`src/rtl/cpu_ctrl_pkg.sv`:
```
// Shared definitions for the hardwired control unit: state encoding,
// opcodes, ALU op codes, control-word bit positions and the control word.
package cpu_ctrl_pkg;

  localparam int OPW      = 5;
  localparam int INCPC_OP = 14;

  typedef enum logic [3:0] {
    S_RESET = 4'd0,
    S_T0    = 4'd1,
    S_T1    = 4'd2,
    S_T2    = 4'd3,
    S_T3    = 4'd4,
    S_T4    = 4'd5,
    S_T5    = 4'd6,
    S_T6    = 4'd7,
    S_T7    = 4'd8,
    S_HALT  = 4'd9
  } state_t;

  // Opcodes, ir[31:27]
  localparam logic [4:0] OP_ADD  = 5'd0;
  localparam logic [4:0] OP_SUB  = 5'd1;
  localparam logic [4:0] OP_AND  = 5'd2;
  localparam logic [4:0] OP_OR   = 5'd3;
  localparam logic [4:0] OP_ADDI = 5'd4;
  localparam logic [4:0] OP_ANDI = 5'd5;
  localparam logic [4:0] OP_ORI  = 5'd6;
  localparam logic [4:0] OP_LD   = 5'd7;
  localparam logic [4:0] OP_LDI  = 5'd8;
  localparam logic [4:0] OP_ST   = 5'd9;
  localparam logic [4:0] OP_BR   = 5'd10;
  localparam logic [4:0] OP_JR   = 5'd11;
  localparam logic [4:0] OP_NOP  = 5'd12;
  localparam logic [4:0] OP_HALT = 5'd13;

  // ALU op codes on Control_Signals
  localparam logic [4:0] ALU_NONE  = 5'd0;
  localparam logic [4:0] ALU_ADD   = 5'd1;
  localparam logic [4:0] ALU_SUB   = 5'd2;
  localparam logic [4:0] ALU_AND   = 5'd3;
  localparam logic [4:0] ALU_OR    = 5'd4;

  // enable[] bit positions
  localparam int EN_ZIN   = 18;
  localparam int EN_YIN   = 19;
  localparam int EN_PCIN  = 20;
  localparam int EN_MDRIN = 21;
  localparam int EN_IRIN  = 24;
  localparam int EN_MARIN = 25;
  localparam int EN_CONIN = 27;

  // busSelect[] bit positions
  localparam int BS_REG = 0;
  localparam int BS_ZLO = 19;
  localparam int BS_PC  = 20;
  localparam int BS_MDR = 21;
  localparam int BS_C   = 23;

  typedef struct packed {
    logic [31:0] enable;
    logic [31:0] bus_select;
    logic [4:0]  alu_op;
    logic        gra;
    logic        grb;
    logic        grc;
    logic        rin;
    logic        rout;
    logic        baout;
    logic        md_read;
    logic        read_ram;
    logic        write_ram;
  } ctrl_word_t;

  // ALU operation used by the register and immediate instruction forms
  function automatic logic [4:0] alu_for_op(input logic [4:0] op);
    case (op)
      OP_ADD, OP_ADDI: alu_for_op = ALU_ADD;
      OP_SUB:          alu_for_op = ALU_SUB;
      OP_AND, OP_ANDI: alu_for_op = ALU_AND;
      OP_OR, OP_ORI:   alu_for_op = ALU_OR;
      default:         alu_for_op = ALU_NONE;
    endcase
  endfunction

endpackage

```
`src/rtl/control_unit_if.sv`:
```
// Signal bundle between control_unit (master) and datapath (slave).
// There is no valid/ready handshake: the control word is a Moore decode of
// the current state and holds valid for the whole clock period.
interface control_unit_if;
  logic [31:0] ir;
  logic        con_ff;
  logic [31:0] enable;
  logic [31:0] busSelect;
  logic [4:0]  Control_Signals;
  logic        Gra;
  logic        Grb;
  logic        Grc;
  logic        Rin;
  logic        Rout;
  logic        BAout;
  logic        MD_Read;
  logic        ReadRAM;
  logic        WriteRAM;
  logic        run;
  logic [3:0]  state;

  modport master (
    input  ir, con_ff,
    output enable, busSelect, Control_Signals, Gra, Grb, Grc,
           Rin, Rout, BAout, MD_Read, ReadRAM, WriteRAM, run, state
  );

  modport slave (
    output ir, con_ff,
    input  enable, busSelect, Control_Signals, Gra, Grb, Grc,
           Rin, Rout, BAout, MD_Read, ReadRAM, WriteRAM, run, state
  );
endinterface

```
`src/rtl/control_decoder.sv`:
```
// Purely combinational decode of (state, opcode, con_ff) into the full
// datapath control word.
module control_decoder
  import cpu_ctrl_pkg::*;
#(
  parameter int OPW      = 5,
  parameter int INCPC_OP = 14
) (
  input  state_t         state,
  input  logic [OPW-1:0] opcode,
  input  logic           con_ff,
  output ctrl_word_t     cw,
  output logic           run
);

  logic is_rform;
  logic is_imm;
  logic is_addr;

  assign is_rform = (opcode <= OP_OR);
  assign is_imm   = (opcode == OP_ADDI) || (opcode == OP_ANDI) || (opcode == OP_ORI);
  assign is_addr  = (opcode == OP_LD) || (opcode == OP_LDI) || (opcode == OP_ST);

  // Control word for the current state; everything not named stays 0
  always_comb begin
    cw  = '0;
    run = (state >= S_T0) && (state <= S_T7);
    case (state)
      S_T0: begin
        cw.bus_select[BS_PC]  = 1'b1;
        cw.enable[EN_MARIN]   = 1'b1;
        cw.alu_op             = 5'(INCPC_OP);
        cw.enable[EN_ZIN]     = 1'b1;
      end
      S_T1: begin
        cw.bus_select[BS_ZLO] = 1'b1;
        cw.enable[EN_PCIN]    = 1'b1;
        cw.md_read            = 1'b1;
        cw.read_ram           = 1'b1;
        cw.enable[EN_MDRIN]   = 1'b1;
      end
      S_T2: begin
        cw.bus_select[BS_MDR] = 1'b1;
        cw.enable[EN_IRIN]    = 1'b1;
      end
      S_T3: begin
        if (is_rform || is_imm) begin
          cw.grb = 1'b1; cw.rout = 1'b1; cw.enable[EN_YIN] = 1'b1;
        end else if (is_addr) begin
          cw.grb = 1'b1; cw.baout = 1'b1; cw.enable[EN_YIN] = 1'b1;
        end else if (opcode == OP_BR) begin
          cw.gra = 1'b1; cw.rout = 1'b1; cw.enable[EN_CONIN] = 1'b1;
        end else if (opcode == OP_JR) begin
          cw.gra = 1'b1; cw.rout = 1'b1; cw.enable[EN_PCIN] = 1'b1;
        end
      end
      S_T4: begin
        if (is_rform) begin
          cw.grc = 1'b1; cw.rout = 1'b1;
          cw.alu_op = alu_for_op(opcode); cw.enable[EN_ZIN] = 1'b1;
        end else if (is_imm) begin
          cw.bus_select[BS_C] = 1'b1;
          cw.alu_op = alu_for_op(opcode); cw.enable[EN_ZIN] = 1'b1;
        end else if (is_addr) begin
          cw.bus_select[BS_C] = 1'b1;
          cw.alu_op = ALU_ADD; cw.enable[EN_ZIN] = 1'b1;
        end else if (opcode == OP_BR) begin
          cw.bus_select[BS_PC] = 1'b1; cw.enable[EN_YIN] = 1'b1;
        end
      end
      S_T5: begin
        if (is_rform || is_imm || opcode == OP_LDI) begin
          cw.bus_select[BS_ZLO] = 1'b1; cw.gra = 1'b1; cw.rin = 1'b1;
        end else if (opcode == OP_LD || opcode == OP_ST) begin
          cw.bus_select[BS_ZLO] = 1'b1; cw.enable[EN_MARIN] = 1'b1;
        end else if (opcode == OP_BR) begin
          cw.bus_select[BS_C] = 1'b1;
          cw.alu_op = ALU_ADD; cw.enable[EN_ZIN] = 1'b1;
        end
      end
      S_T6: begin
        if (opcode == OP_LD) begin
          cw.md_read = 1'b1; cw.read_ram = 1'b1; cw.enable[EN_MDRIN] = 1'b1;
        end else if (opcode == OP_ST) begin
          // MDR is loaded from the bus here, so md_read stays 0
          cw.gra = 1'b1; cw.rout = 1'b1; cw.enable[EN_MDRIN] = 1'b1;
        end else if (opcode == OP_BR && con_ff) begin
          cw.bus_select[BS_ZLO] = 1'b1; cw.enable[EN_PCIN] = 1'b1;
        end
      end
      S_T7: begin
        if (opcode == OP_LD) begin
          cw.bus_select[BS_MDR] = 1'b1; cw.gra = 1'b1; cw.rin = 1'b1;
        end else if (opcode == OP_ST) begin
          cw.write_ram = 1'b1;
        end
      end
      default: ;
    endcase
    // Register-file reads drive the bus through the register-file source
    if (cw.rout || cw.baout) cw.bus_select[BS_REG] = 1'b1;
  end

endmodule

```
`src/rtl/control_unit.sv`:
```
// Hardwired Moore control unit: one state per clock through fetch (T0-T2)
// and an opcode-dependent execute sequence (T3-T7), parking in HALT.
module control_unit
  import cpu_ctrl_pkg::*;
#(
  parameter int OPW      = 5,
  parameter int INCPC_OP = 14
) (
  input  logic          clk,
  input  logic          clr,
  control_unit_if.master ctl
);

  state_t         state_q;
  state_t         state_d;
  logic [OPW-1:0] opcode;
  ctrl_word_t     cw;
  logic           run;

  assign opcode = ctl.ir[31 -: OPW];

  // State register; clr forces RESET immediately, even mid-instruction
  always_ff @(posedge clk or posedge clr) begin
    if (clr) state_q <= S_RESET;
    else     state_q <= state_d;
  end

  // Next state: fetch is fixed, execute length depends on the opcode
  always_comb begin
    state_d = state_q;
    case (state_q)
      S_RESET: state_d = S_T0;
      S_T0:    state_d = S_T1;
      S_T1:    state_d = S_T2;
      S_T2:    state_d = S_T3;
      S_T3: begin
        if (opcode == OP_HALT)    state_d = S_HALT;
        else if (opcode <= OP_BR) state_d = S_T4;
        else                      state_d = S_T0;
      end
      S_T4:    state_d = S_T5;
      S_T5: begin
        if (opcode == OP_LD || opcode == OP_ST || opcode == OP_BR) state_d = S_T6;
        else                                                      state_d = S_T0;
      end
      S_T6: begin
        if (opcode == OP_LD || opcode == OP_ST) state_d = S_T7;
        else                                    state_d = S_T0;
      end
      S_T7:    state_d = S_T0;
      S_HALT:  state_d = S_HALT;
      default: state_d = S_RESET;
    endcase
  end

  control_decoder #(
    .OPW      (OPW),
    .INCPC_OP (INCPC_OP)
  ) u_decoder (
    .state  (state_q),
    .opcode (opcode),
    .con_ff (ctl.con_ff),
    .cw     (cw),
    .run    (run)
  );

  assign ctl.enable          = cw.enable;
  assign ctl.busSelect       = cw.bus_select;
  assign ctl.Control_Signals = cw.alu_op;
  assign ctl.Gra             = cw.gra;
  assign ctl.Grb             = cw.grb;
  assign ctl.Grc             = cw.grc;
  assign ctl.Rin             = cw.rin;
  assign ctl.Rout            = cw.rout;
  assign ctl.BAout           = cw.baout;
  assign ctl.MD_Read         = cw.md_read;
  assign ctl.ReadRAM         = cw.read_ram;
  assign ctl.WriteRAM        = cw.write_ram;
  assign ctl.run             = run;
  assign ctl.state           = state_q;

endmodule

```
`src/flat_wrapper.sv`:
```
// flat-port wrapper written by rule: the top's interface ports become plain ports
module control_unit_flat import cpu_ctrl_pkg::*;
#(
  parameter int OPW      = 5,
  parameter int INCPC_OP = 14
)
  (clk, clr, ctl_ir, ctl_con_ff, ctl_enable, ctl_busSelect, ctl_Control_Signals, ctl_Gra, ctl_Grb, ctl_Grc, ctl_Rin, ctl_Rout, ctl_BAout, ctl_MD_Read, ctl_ReadRAM, ctl_WriteRAM, ctl_run, ctl_state);
  control_unit_if ctl_i ();
  input  logic clk;
  input  logic clr;
  input wire logic [$bits(ctl_i.ir)-1:0] ctl_ir;
  input wire logic [$bits(ctl_i.con_ff)-1:0] ctl_con_ff;
  output wire logic [$bits(ctl_i.enable)-1:0] ctl_enable;
  output wire logic [$bits(ctl_i.busSelect)-1:0] ctl_busSelect;
  output wire logic [$bits(ctl_i.Control_Signals)-1:0] ctl_Control_Signals;
  output wire logic [$bits(ctl_i.Gra)-1:0] ctl_Gra;
  output wire logic [$bits(ctl_i.Grb)-1:0] ctl_Grb;
  output wire logic [$bits(ctl_i.Grc)-1:0] ctl_Grc;
  output wire logic [$bits(ctl_i.Rin)-1:0] ctl_Rin;
  output wire logic [$bits(ctl_i.Rout)-1:0] ctl_Rout;
  output wire logic [$bits(ctl_i.BAout)-1:0] ctl_BAout;
  output wire logic [$bits(ctl_i.MD_Read)-1:0] ctl_MD_Read;
  output wire logic [$bits(ctl_i.ReadRAM)-1:0] ctl_ReadRAM;
  output wire logic [$bits(ctl_i.WriteRAM)-1:0] ctl_WriteRAM;
  output wire logic [$bits(ctl_i.run)-1:0] ctl_run;
  output wire logic [$bits(ctl_i.state)-1:0] ctl_state;
  assign ctl_i.ir = ctl_ir;
  assign ctl_i.con_ff = ctl_con_ff;
  assign ctl_enable = ctl_i.enable;
  assign ctl_busSelect = ctl_i.busSelect;
  assign ctl_Control_Signals = ctl_i.Control_Signals;
  assign ctl_Gra = ctl_i.Gra;
  assign ctl_Grb = ctl_i.Grb;
  assign ctl_Grc = ctl_i.Grc;
  assign ctl_Rin = ctl_i.Rin;
  assign ctl_Rout = ctl_i.Rout;
  assign ctl_BAout = ctl_i.BAout;
  assign ctl_MD_Read = ctl_i.MD_Read;
  assign ctl_ReadRAM = ctl_i.ReadRAM;
  assign ctl_WriteRAM = ctl_i.WriteRAM;
  assign ctl_run = ctl_i.run;
  assign ctl_state = ctl_i.state;
  control_unit #(.OPW(OPW), .INCPC_OP(INCPC_OP)) u_core (.clk(clk), .clr(clr), .ctl(ctl_i));
endmodule
```
`config.mk`:
```
export PLATFORM = sky130hd
export DESIGN_NAME = control_unit_flat
export DESIGN_NICKNAME = d
export VERILOG_FILES = /design/src/rtl/cpu_ctrl_pkg.sv /design/src/rtl/control_unit_if.sv /design/src/rtl/control_decoder.sv /design/src/rtl/control_unit.sv /design/src/flat_wrapper.sv
export SDC_FILE = /design/constraint.sdc
export NUM_CORES = 1
export LEC_CHECK = 0
export CAP_MARGIN = 30
export CORE_AREA = 2 2 67 69
export CTS_BUF_LIST = sky130_fd_sc_hd__clkbuf_2 sky130_fd_sc_hd__clkbuf_4 sky130_fd_sc_hd__clkbuf_8
export CTS_CLUSTER_SIZE = 12
export DETAILED_ROUTE_END_ITERATION = 10
export DIE_AREA = 0 0 69 71
export PLACE_DENSITY = 0.81
export SETUP_SLACK_MARGIN = 0.05
export SYNTH_ARGS = -nofsm -noshare
export SYNTH_HDL_FRONTEND = slang
export SYNTH_HIERARCHICAL = 1
export SYNTH_SLANG_ARGS = --single-unit
```
`constraint.sdc`:
```
create_clock -name clk -period 2 [get_ports clk]
set_input_delay 0.2 -clock clk [delete_from_list [all_inputs] [get_ports clk]]
set_output_delay 0.2 -clock clk [all_outputs]
set_load 0.1 [all_outputs]
```
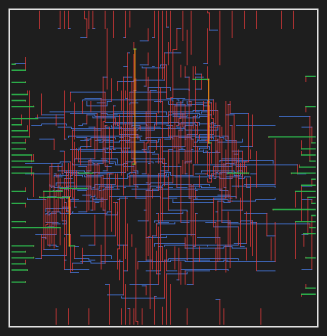
**Above:** run 1 (wiring by layer).
layer	color	wire length
met3	green	196 um
met2	red	2130 um
met1	blue	1510 um
met4	orange	51.0 um
Routed Wire Length: 3880 um
Total GRT Usage: 14.7%
routed len/inst: 12.6 um
via total after detailed routing: 1454

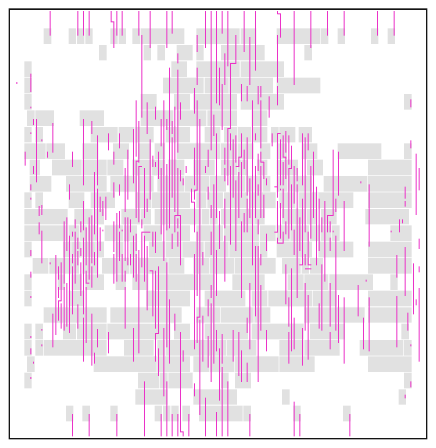
**Above:** run 1 (M2 wires).
nets with wire on the layer	252
share of all routed wire	55%
longest straight run	32.8 um
M2 GR Usage: 29.2%

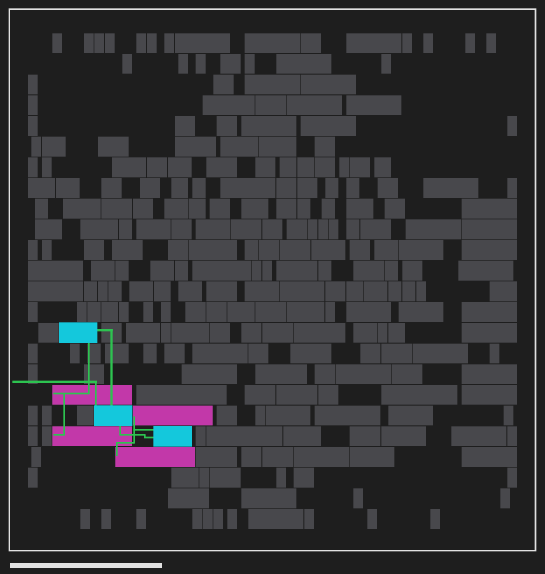
**Above:** run 1 (clock network drawn from the DEF).
Scale bar: 20 um.
[cells driving clock nets] cyan | count: 3
[flip-flops] magenta | count: 4
[clock wires] green | length: 76.1 um
flops lie	lower left
routed clock nets	4
Worst Skew: 0.000674 ns
Clk Latency, worst-skew pair: 0.22 ns
clock group share of total power: 4.0%
clk pwr: 0.000169 W

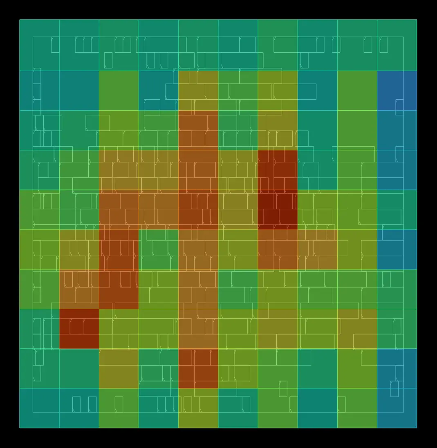
**Above:** run 1 (track usage over the die).
M1 GR Usage: 16.6%
gr busiest metal: met2
met3 usage: 1.71%
final core occ: 61.6%

==> flow_summary.json, run 1 <==
{
  "reg_top3": "u_core/ctl.state x4",
  "antenna_cells": 0,
  "design_area_mm2": 0.00259,
  "netlist_area_mm2": 0.00130,
  "avgSynthCellArea_um2": 7.07,
  "vias_per_cell": 4.72,
  "cp-endpoint": "ctl_busSelect[0]",
  "violations": "negative setup slack",
  "drive_gt1_share_pct": 53.5,
  "grt_max_degree": 24,
  "ys_area_mm2": 0.00130,
  "grt_pass1_vias": 1334,
  "detail-route-antenna-nets": 0,
  "clockBufferDepth": 2,
  "drc": 0,
  "ys_cells": 184,
  "fp_util_pct": 31.0,
  "min_period_ns": 2.12,
  "flop_cell": "dfrtp_1",
  "clk_pin_slew_ns": 0.03,
  "root_buffer": "clkbuf_8",
  "cp.arrival_ns": 1.92,
  "critPathRequiredTime_ns": 1.80,
  "synthCells": 184,
  "leakage_nw": 1.09,
  "hold_path.class": "input port to asynchronous set/reset pin",
  "die_h_um": 71,
  "place.gp.congestion": 0.879,
  "regToRegSetupSlack_ns": 0.33,
  "max_clock_freq_ghz": 0.473,
  "antenna_found_initial": 0,
  "grt_overflow": 0,
  "critPathLaunchType": "flip-flop",
  "rsz0062_at_grt": "true",
  "cts_buffers": 3,
  "core_area_mm2": 0.00420,
  "port_buffers": 37,
  "setup_violations": 7,
  "synth_cell_types": 48,
  "ioPinCount": 118,
  "reg2regPathDepth": 4,
  "drt_first_pass_iters": 4,
  "rows": 24,
  "finalPower_w": 0.00426,
  "hold_violations": 0,
  "cts_tree": "built",
  "dp_hpwl_um": 2940,
  "timing.slew.headroom_pct": 62.7,
  "cp-startpoint": "u_core/ctl.state[3]",
  "dieArea_mm2": 0.00490,
  "ys_ff": 4,
  "ir_worst_vdd_uv": 1120,
  "fin_crit_sh_pct": 106,
  "status": "complete, but fails checks",
  "fin_setup_tns_ns": -0.411,
  "critical_path_class": "flip-flop to primary output",
  "h-tree-depth": 1,
  "power.density_mw_per_mm2": 1640,
  "hold_ws_ns": 0.171,
  "largest_reg_flops": 4,
  "endpoint_kind": "primary output",
  "grt_pass1_wl_um": 6020,
  "tightest_slew_ns": 0.552,
  "ys_async_sr_fraction_pct": 100,
  "finalMaxSlewViolations": 0,
  "regMostFlops": "u_core/ctl.state",
  "nNetsFinal": 293,
  "cap_violations": 0,
  "drtIter0Drc": 74,
  "die_x_um": 69,
  "clock-sinks": 4,
  "synth_seq_share_pct": 7.69,
  "cp_max_fo": 4,
  "r2r_start": "u_core/ctl.state[0]",
  "place_area_mm2": 0.00230,
  "area_growth_pct": 99.0,
  "setup_ws_ns": -0.115,
  "warnings": 56,
  "r2r_end": "u_core/ctl.state[2]",
  "yosys_warnings": 6,
  "synth-edff-count": 0
}
run 1: cell families after synthesis:
group           share of synthesized area, %
xor+xnor                                1.35
simple gates                            32.4
compound gates                          19.4
mux                                     1.15
buf+inv                                 37.7
other cells                            0.288
flops                                   7.69
run 1: cells in the final DEF (no fill, tap or decap), types with 3 or more instances in the layout:
cell type and n:
o21bai_4 3, buf_8 3, conb_1 53, nand3_1 6
dfrtp_4 4, nor3b_1 3, buf_12 30, clkbuf_8 3
a21oi_1 4, nand2_1 3, nor2_4 5, nand2b_1 3
inv_1 6, nand2b_4 6, buf_6 5, o21ai_0 7
a21oi_4 5, nor2_1 8, and4bb_2 3, buf_4 35
run 1: power breakdown:
part	internal, W	switching [W]
Clock	0.000128	0.0000409
Sequential	0.000129	0.0000336
Combinational	0.00138	0.00254
run 1: timing repair:
item	in CTS	in global routing
endpoints found under the setup margin	23	23
setup buffers	10	1
hold buffers	0	0
resized	28	15
gates cloned	1	0
endpoints found under the hold margin	0	0
pin swaps	17	5
run 1: how the worst min path moves through the flow:
stage               slack, ns  cells after the start             endpoint
floorplan               -0.03                      1  u_core/ctl.state[0]
global placement         0.40                      2  u_core/ctl.state[0]
detailed placement       0.40                      2  u_core/ctl.state[3]
CTS                      0.17                      2  u_core/ctl.state[2]
global route             0.19                      2  u_core/ctl.state[1]
finish                   0.17                      2  u_core/ctl.state[2]
run 1: routing by layer:
metal	part of all wire [%]	vias to the layer above
met1	39	696
met5	0	-
met4	1.3	0
met3	5.0	6
li1	-	690
met2	55	62
run 1: cell usage after synthesis, types with 2 or more instances:
library cell	count	area share, %
buf_4	55	32
nor2_1	14	4.0
a21oi_1	9	3.5
nand2b_1	9	4.3
o21ai_0	9	3.5
inv_1	7	2.0
nand3_1	6	2.3
clkbuf_1	5	1.4
nand2_1	5	1.4
nor3_1	5	1.9
dfrtp_1	4	7.7
nor3b_1	4	2.3
a21o_1	3	1.7
and4bb_2	3	2.9
nor2b_1	3	1.4
nor4_1	3	1.4
o21bai_1	3	1.7
a31oi_1	2	0.96
buf_2	2	0.77
buf_6	2	1.7
nand4bb_1	2	1.7
o22ai_1	2	0.96
or3_1	2	0.96
run 1: layout make-up:
class | instances | area, um2
fillers | 350 | 1610
multi-input cells | 161 | 1280
repair buffers | 81 | 1060
flip-flops and latches | 4 | 115
well taps | 52 | 65.1
clock buffers | 3 | 41.3
inverters | 7 | 26.3
run 1: worst max-delay path: stages (launching register included):
cell and delay, ns:
dfrtp_4 0.46, or4b_4 0.59, a211oi_2 0.18, a311o_2 0.16, o21bai_4 0.13, buf_12 0.19
run 1: stage by stage:
| stage | std cells | setup WS [ns] |
|---|---|---|
| detailed placement | 293 | -0.228 |
| CTS | 307 | -0.120 |
| global route | 308 | -0.169 |
| floorplan | 236 | -1.23 |
| finish | 308 | -0.115 |
| global placement | 293 | -0.205 |
**Run 1: signal wires on met3**

Scale bar: 20 um.
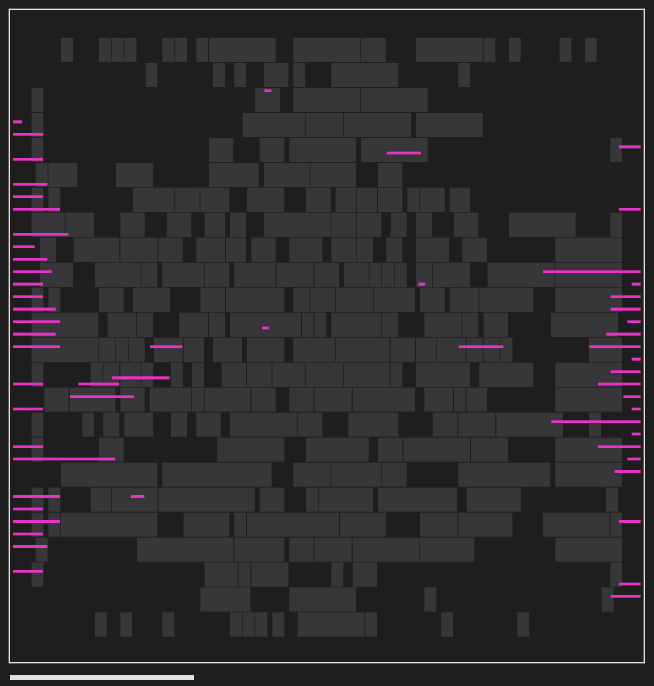

==> run 2: changes to the inputs <==
--- a/config.mk
+++ b/config.mk
@@ -12,7 +12,7 @@
 export DETAILED_ROUTE_END_ITERATION = 10
 export DIE_AREA = 0 0 69 71
 export PLACE_DENSITY = 0.81
-export SETUP_SLACK_MARGIN = 0.05
+export SETUP_SLACK_MARGIN = 0.15
 export SYNTH_ARGS = -nofsm -noshare
 export SYNTH_HDL_FRONTEND = slang
 export SYNTH_HIERARCHICAL = 1
==> constraint.sdc (replaced) <==
create_clock -name clk -period 2 [get_ports clk]
set_input_delay 0.3 -clock clk [delete_from_list [all_inputs] [get_ports clk]]
set_output_delay 0.3 -clock clk [all_outputs]
set_load 0.1 [all_outputs]
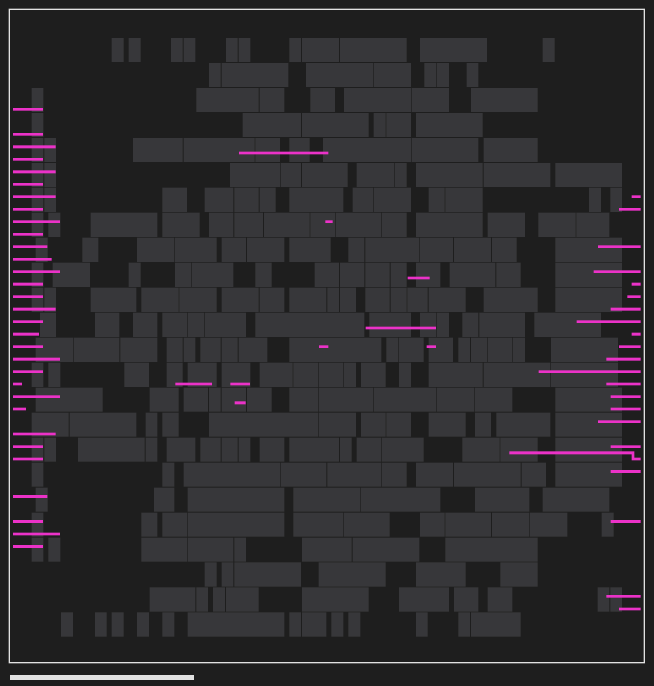
**Above:** run 2 (signal wires on met3).
Scale bar: 20 um.
nets with wire on the layer	59
longest straight run	13.3 um
main direction	horizontal
met3 usage: 1.57%
Routed Wire Length: 4420 um
via total after detailed routing: 1489

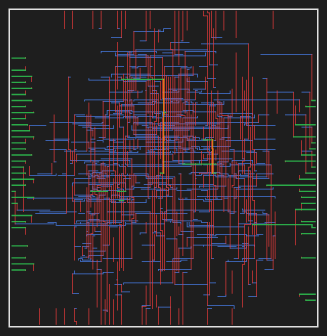
**Above:** run 2 (wiring by layer).
layer	color	wire length
met3	green	216 um
met2	red	2460 um
met4	orange	28.6 um
met1	blue	1710 um
Total GRT Usage: 16.9%
routed len/inst: 13.7 um

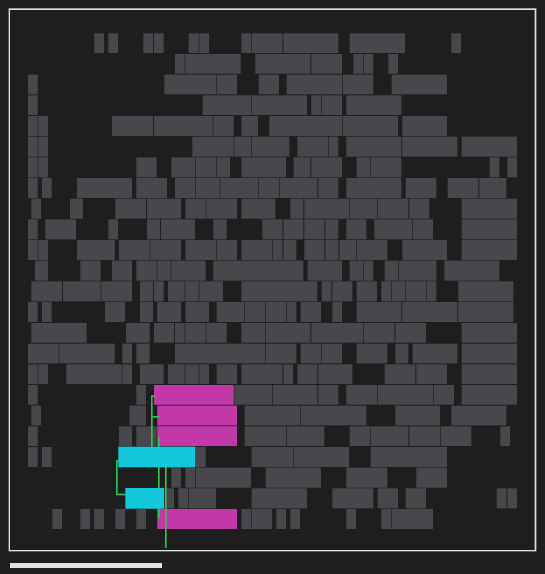
**Above:** run 2 (clock network drawn from the DEF).
Scale bar: 20 um.
[clock wires] green | length: 48.8 um
[cells driving clock nets] cyan | count: 3
[flip-flops] magenta | count: 4
routed clock nets	4
Worst Skew: 0.000169 ns
clk pwr: 0.000160 W

==> flow_summary.json, run 2 <==
{
  "finalPower_w": 0.00429,
  "cp_max_fo": 4,
  "grt_overflow": 0,
  "lay_top_count": "conb_1",
  "ioPinCount": 118,
  "warnings": 56,
  "netlist_area_mm2": 0.00130,
  "port_buffers": 37,
  "grt_util_met2_pct": 34.1,
  "leakage_nw": 1.23,
  "synth-edff-count": 0,
  "setup_violations": 19,
  "drc": 0,
  "reg_top3": "u_core/ctl.state x4",
  "fin_setup_tns_ns": -1.49,
  "cts_tree": "built",
  "ys_area_mm2": 0.00130,
  "die_h_um": 71,
  "yosysTopAreaCell": "buf_4",
  "antenna_found_initial": 0,
  "root_buffer": "clkbuf_8",
  "yosysMostFrequentCell": "buf_4",
  "timing.slew.headroom_pct": 62.5,
  "synth_seq_share_pct": 7.69,
  "drt_first_pass_iters": 4,
  "dp_hpwl_um": 2920,
  "status": "complete, but fails checks",
  "min_period_ns": 2.21,
  "cts_buffers": 3,
  "rows": 24,
  "hold_path.class": "input port to asynchronous set/reset pin",
  "p_sw_w": 0.00264,
  "core_area_mm2": 0.00420,
  "p_sw_share_pct": 61.6,
  "synthTopCellsByCount": "buf_4 (55), nor2_1 (14), a21oi_1 (9), nand2b_1 (9), o21ai_0 (9)",
  "setup_ws_ns": -0.212,
  "critPathLaunchType": "flip-flop",
  "yosys_warnings": 6,
  "synth_top_area_share_pct": 31.7,
  "tightest_slew_ns": 0.560,
  "endpoint_kind": "primary output",
  "finalMaxSlewViolations": 0,
  "antenna_cells": 0,
  "synth_cell_types": 48,
  "nNetsFinal": 307,
  "detail-route-antenna-nets": 0,
  "regMostFlops": "u_core/ctl.state",
  "violations": "negative setup slack",
  "place_ws_ns": -0.379,
  "ir_worst_vdd_uv": 903,
  "grt_max_degree": 24,
  "seqPwrFrac_pct": 3.6
}
## run 2: through the flow
stage | hold slack, ns | instances | cell area, um2
3_5_place_dp | 0.493 | 294 | 2360
6_report | 0.276 | 322 | 2840
4_1_cts | 0.274 | 318 | 2800
5_1_grt | 0.294 | 322 | 2840
3_3_place_gp | 0.488 | 294 | 2360
2_1_floorplan | 0.0662 | 236 | 1870
## run 2: logic make-up after synthesis
logic type | share of synthesized area (%)
AND-OR/OR-AND | 19.4
XOR/XNOR | 1.35
buffers and inverters | 37.7
flip-flops | 7.69
multiplexers | 1.15
other | 0.288
AND/OR/NAND/NOR | 32.4
## run 2: what timing repair did
action,in CTS,in global routing
resized,71,4
endpoints found under the hold margin,0,0
buffers inserted,19,4
hold buffers,0,0
cloned,2,0
endpoints found under the setup margin,25,26
pin swaps,25,5
## run 2: power groups by stage
| stage | logic, W | registers (W) | clock network [W] |
|---|---|---|---|
| floorplan | 0.00246 | 0.000402 | 0 |
| global placement | 0.00368 | 0.000139 | 0 |
| detailed placement | 0.00372 | 0.000141 | 0 |
| CTS | 0.00391 | 0.000152 | 0.000169 |
| global route | 0.00407 | 0.000157 | 0.000170 |
| finish | 0.00397 | 0.000154 | 0.000160 |
## run 2: worst paths after layout
check | from | to | slack, ns | cells after the start
max | u_core/ctl.state[0] | ctl_busSelect[0] | -0.21 | 5
min | clr | u_core/ctl.state[2] | 0.28 | 2
max in group asynchronous | clr | u_core/ctl.state[1] | 1.56 | 2
max reg2reg | u_core/ctl.state[2] | u_core/ctl.state[2] | 0.35 | 6
min in group clk | ctl_ir[31] | u_core/ctl.state[3] | 0.58 | 4
min reg2reg | u_core/ctl.state[1] | u_core/ctl.state[2] | 0.76 | 2
## run 2: area by class of cell
cell class                      instances  area (um2)
Inverter                                7        26.3
Multi-Input combinational cell        161        1310
Sequential cell                         4         115
Clock buffer                            3        41.3
Timing Repair Buffer                   95        1280
Tap cell                               52        65.1
Fill cell                             311        1360
## run 2: critical path, cell delays in order (launching register included)
cell      delay, ns
dfrtp_4        0.47
or4b_4         0.60
a211oi_2       0.16
a311o_2        0.15
o21bai_4       0.13
buf_12         0.19
## run 2: metal layers
metal  wire length [um]  part of all wire (%)
met5                  0                     0
met4                 28                  0.63
met3                216                   4.9
met2               2460                    56
met1               1710                    39
==> run 3: changes to the inputs <==
--- a/config.mk
+++ b/config.mk
@@ -7,7 +7,6 @@
 export LEC_CHECK = 0
 export CAP_MARGIN = 30
 export CORE_AREA = 2 2 67 69
-export CTS_BUF_LIST = sky130_fd_sc_hd__clkbuf_2 sky130_fd_sc_hd__clkbuf_4 sky130_fd_sc_hd__clkbuf_8
 export CTS_CLUSTER_SIZE = 12
 export DETAILED_ROUTE_END_ITERATION = 10
 export DIE_AREA = 0 0 69 71
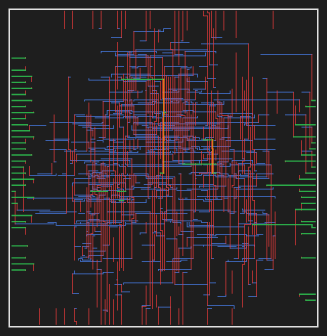
**Above:** run 3 (wiring by layer).
layer	color	wire length
met2	red	2460 um
met1	blue	1710 um
met4	orange	28.6 um
met3	green	216 um

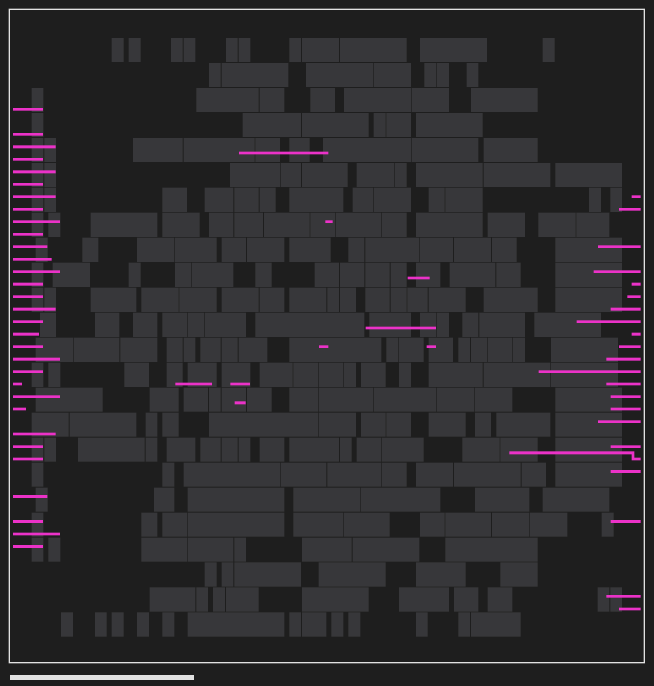
**Above:** run 3 (signal wires on met3).
Scale bar: 20 um.
wire length on this layer	216 um
share of all routed wire	4.9%
longest straight run	13.3 um
nets with wire on the layer	59
main direction	horizontal

==> flow_summary.json, run 3 <==
{
  "yosysMostFrequentCell": "buf_4",
  "setup_ws_ns": -0.212,
  "endpoint_kind": "primary output",
  "ir_worst_vdd_uv": 903,
  "finalMaxSlewViolations": 0,
  "hold_ws_ns": 0.276,
  "p_sw_w": 0.00264,
  "cts_tree": "built",
  "p_sw_share_pct": 61.6,
  "grt_max_degree": 24,
  "antenna_cells": 0,
  "ioPinCount": 118,
  "dp_hpwl_um": 2920,
  "critPathLaunchType": "flip-flop",
  "ys_area_mm2": 0.00130,
  "tightest_slew_ns": 0.560,
  "warnings": 56,
  "status": "complete, but fails checks",
  "netlist_area_mm2": 0.00130,
  "design_area_mm2": 0.00284,
  "grt_usage_pct": 16.9,
  "root_buffer": "clkbuf_8",
  "lay_top_count": "conb_1",
  "yosysTopAreaCell": "buf_4",
  "regArea_um2": 115,
  "clock_latency_ns": 0.21,
  "die_h_um": 71,
  "grt_overflow": 0,
  "nNetsFinal": 307,
  "fin_setup_tns_ns": -1.49,
  "port_buffers": 37,
  "antenna_found_initial": 0,
  "cts_hold_buf": 0,
  "avgSynthCellArea_um2": 7.07,
  "drtIter0Drc": 42,
  "nFillCells": 311,
  "regMostFlops": "u_core/ctl.state",
  "detail-route-antenna-nets": 0,
  "rows": 24,
  "cp_max_fo": 4,
  "synth_seq_share_pct": 7.69,
  "logic_area_mm2": 0.00131,
  "drt_wl_total_um": 4420,
  "place_area_mm2": 0.00236,
  "place_ws_ns": -0.379,
  "synth_top_area_share_pct": 31.7,
  "num_vias": 1489,
  "timing.slew.headroom_pct": 62.5,
  "drt_first_pass_iters": 4,
  "core_area_mm2": 0.00420,
  "yosys_warnings": 6,
  "hold_path.class": "input port to asynchronous set/reset pin",
  "regToRegSetupSlack_ns": 0.35,
  "synth_cell_types": 48,
  "seqPwrFrac_pct": 3.6,
  "min_period_ns": 2.21,
  "leakage_nw": 1.23,
  "violations": "negative setup slack",
  "cts_buffers": 3,
  "synthTopCellsByCount": "buf_4 (55), nor2_1 (14), a21oi_1 (9), nand2b_1 (9), o21ai_0 (9)",
  "setup_violations": 19,
  "synth-edff-count": 0,
  "drc": 0,
  "reg_top3": "u_core/ctl.state x4"
}
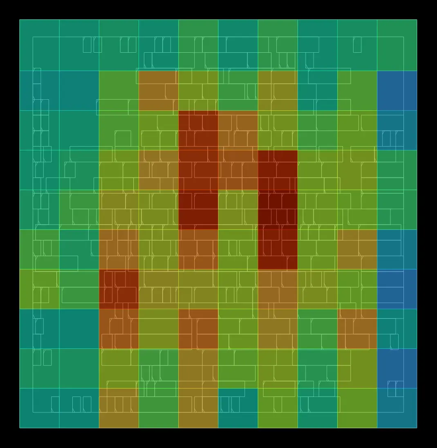
**Above:** run 3 (track usage over the die).
M2 GR Usage: 34.1%
final core occ: 67.6%
M1 GR Usage: 19.6%

-- run 3: cell counts in the layout (fill, tap and decap cells not counted) --
No cell type changed its count.
-- run 3: metrics by stage --
stage / instances / power (W)
after CTS: 318 / 0.00423
after detailed placement: 294 / 0.00386
final: 322 / 0.00429
after global routing: 322 / 0.00440
after floorplan: 236 / 0.00287
after global placement: 294 / 0.00382
-- run 3: power groups by stage --
stage,Sequential [W],Clock [W],Combinational [W]
floorplan,0.000402,0,0.00246
global placement,0.000139,0,0.00368
detailed placement,0.000141,0,0.00372
CTS,0.000152,0.000169,0.00391
global route,0.000157,0.000170,0.00407
finish,0.000154,0.000160,0.00397
-- run 3: area by class of cell --
| class | count | share of cell area (%) |
|---|---|---|
| multi-input cells | 161 | 46.1 |
| flip-flops and latches | 4 | 4.05 |
| inverters | 7 | 0.925 |
| repair buffers | 95 | 45.2 |
| well taps | 52 | 2.29 |
| clock buffers | 3 | 1.45 |
-- run 3: final timing paths --
| check | from | to | cells after the start |
|---|---|---|---|
| setup / recovery | u_core/ctl.state[0] | ctl_busSelect[0] | 5 |
| setup reg to reg | u_core/ctl.state[2] | u_core/ctl.state[2] | 6 |
| min in group clk | ctl_ir[31] | u_core/ctl.state[3] | 4 |
| hold reg to reg | u_core/ctl.state[1] | u_core/ctl.state[2] | 2 |
| hold / removal | clr | u_core/ctl.state[2] | 2 |
| max in group asynchronous | clr | u_core/ctl.state[1] | 2 |
-- run 3: cell families (layout without fill, tap and decap cells) --
logic type | Yosys count | count (layout) | synth area share [%]
buf+inv | 71 | 105 | 37.7
simple gates | 66 | 66 | 32.4
compound gates | 39 | 39 | 19.4
flops | 4 | 4 | 7.69
xor+xnor | 2 | 2 | 1.35
other cells | 1 | 53 | 0.288
mux | 1 | 1 | 1.15
-- run 3: what timing repair did --
| action | CTS | global route |
|---|---|---|
| buffers inserted | 19 | 4 |
| setup endpoints to repair | 25 | 26 |
| pin swaps | 25 | 5 |
| cloned | 2 | 0 |
| gates resized | 71 | 4 |
-- run 3: layer usage --
layer	up-vias	GRT usage [%]	wire, um
li1	711	-	-
met1	707	19.6	1710
met2	66	34.1	2460
met3	5	1.57	216
met4	0	2.40	28
met5	-	0	0
-- run 3: worst max-delay path: stages (launching register included) --
cell and delay, ns:
dfrtp_4 0.47, or4b_4 0.60, a211oi_2 0.16, a311o_2 0.15, o21bai_4 0.13, buf_12 0.19
Power is estimated from default activity; no workload was simulated.
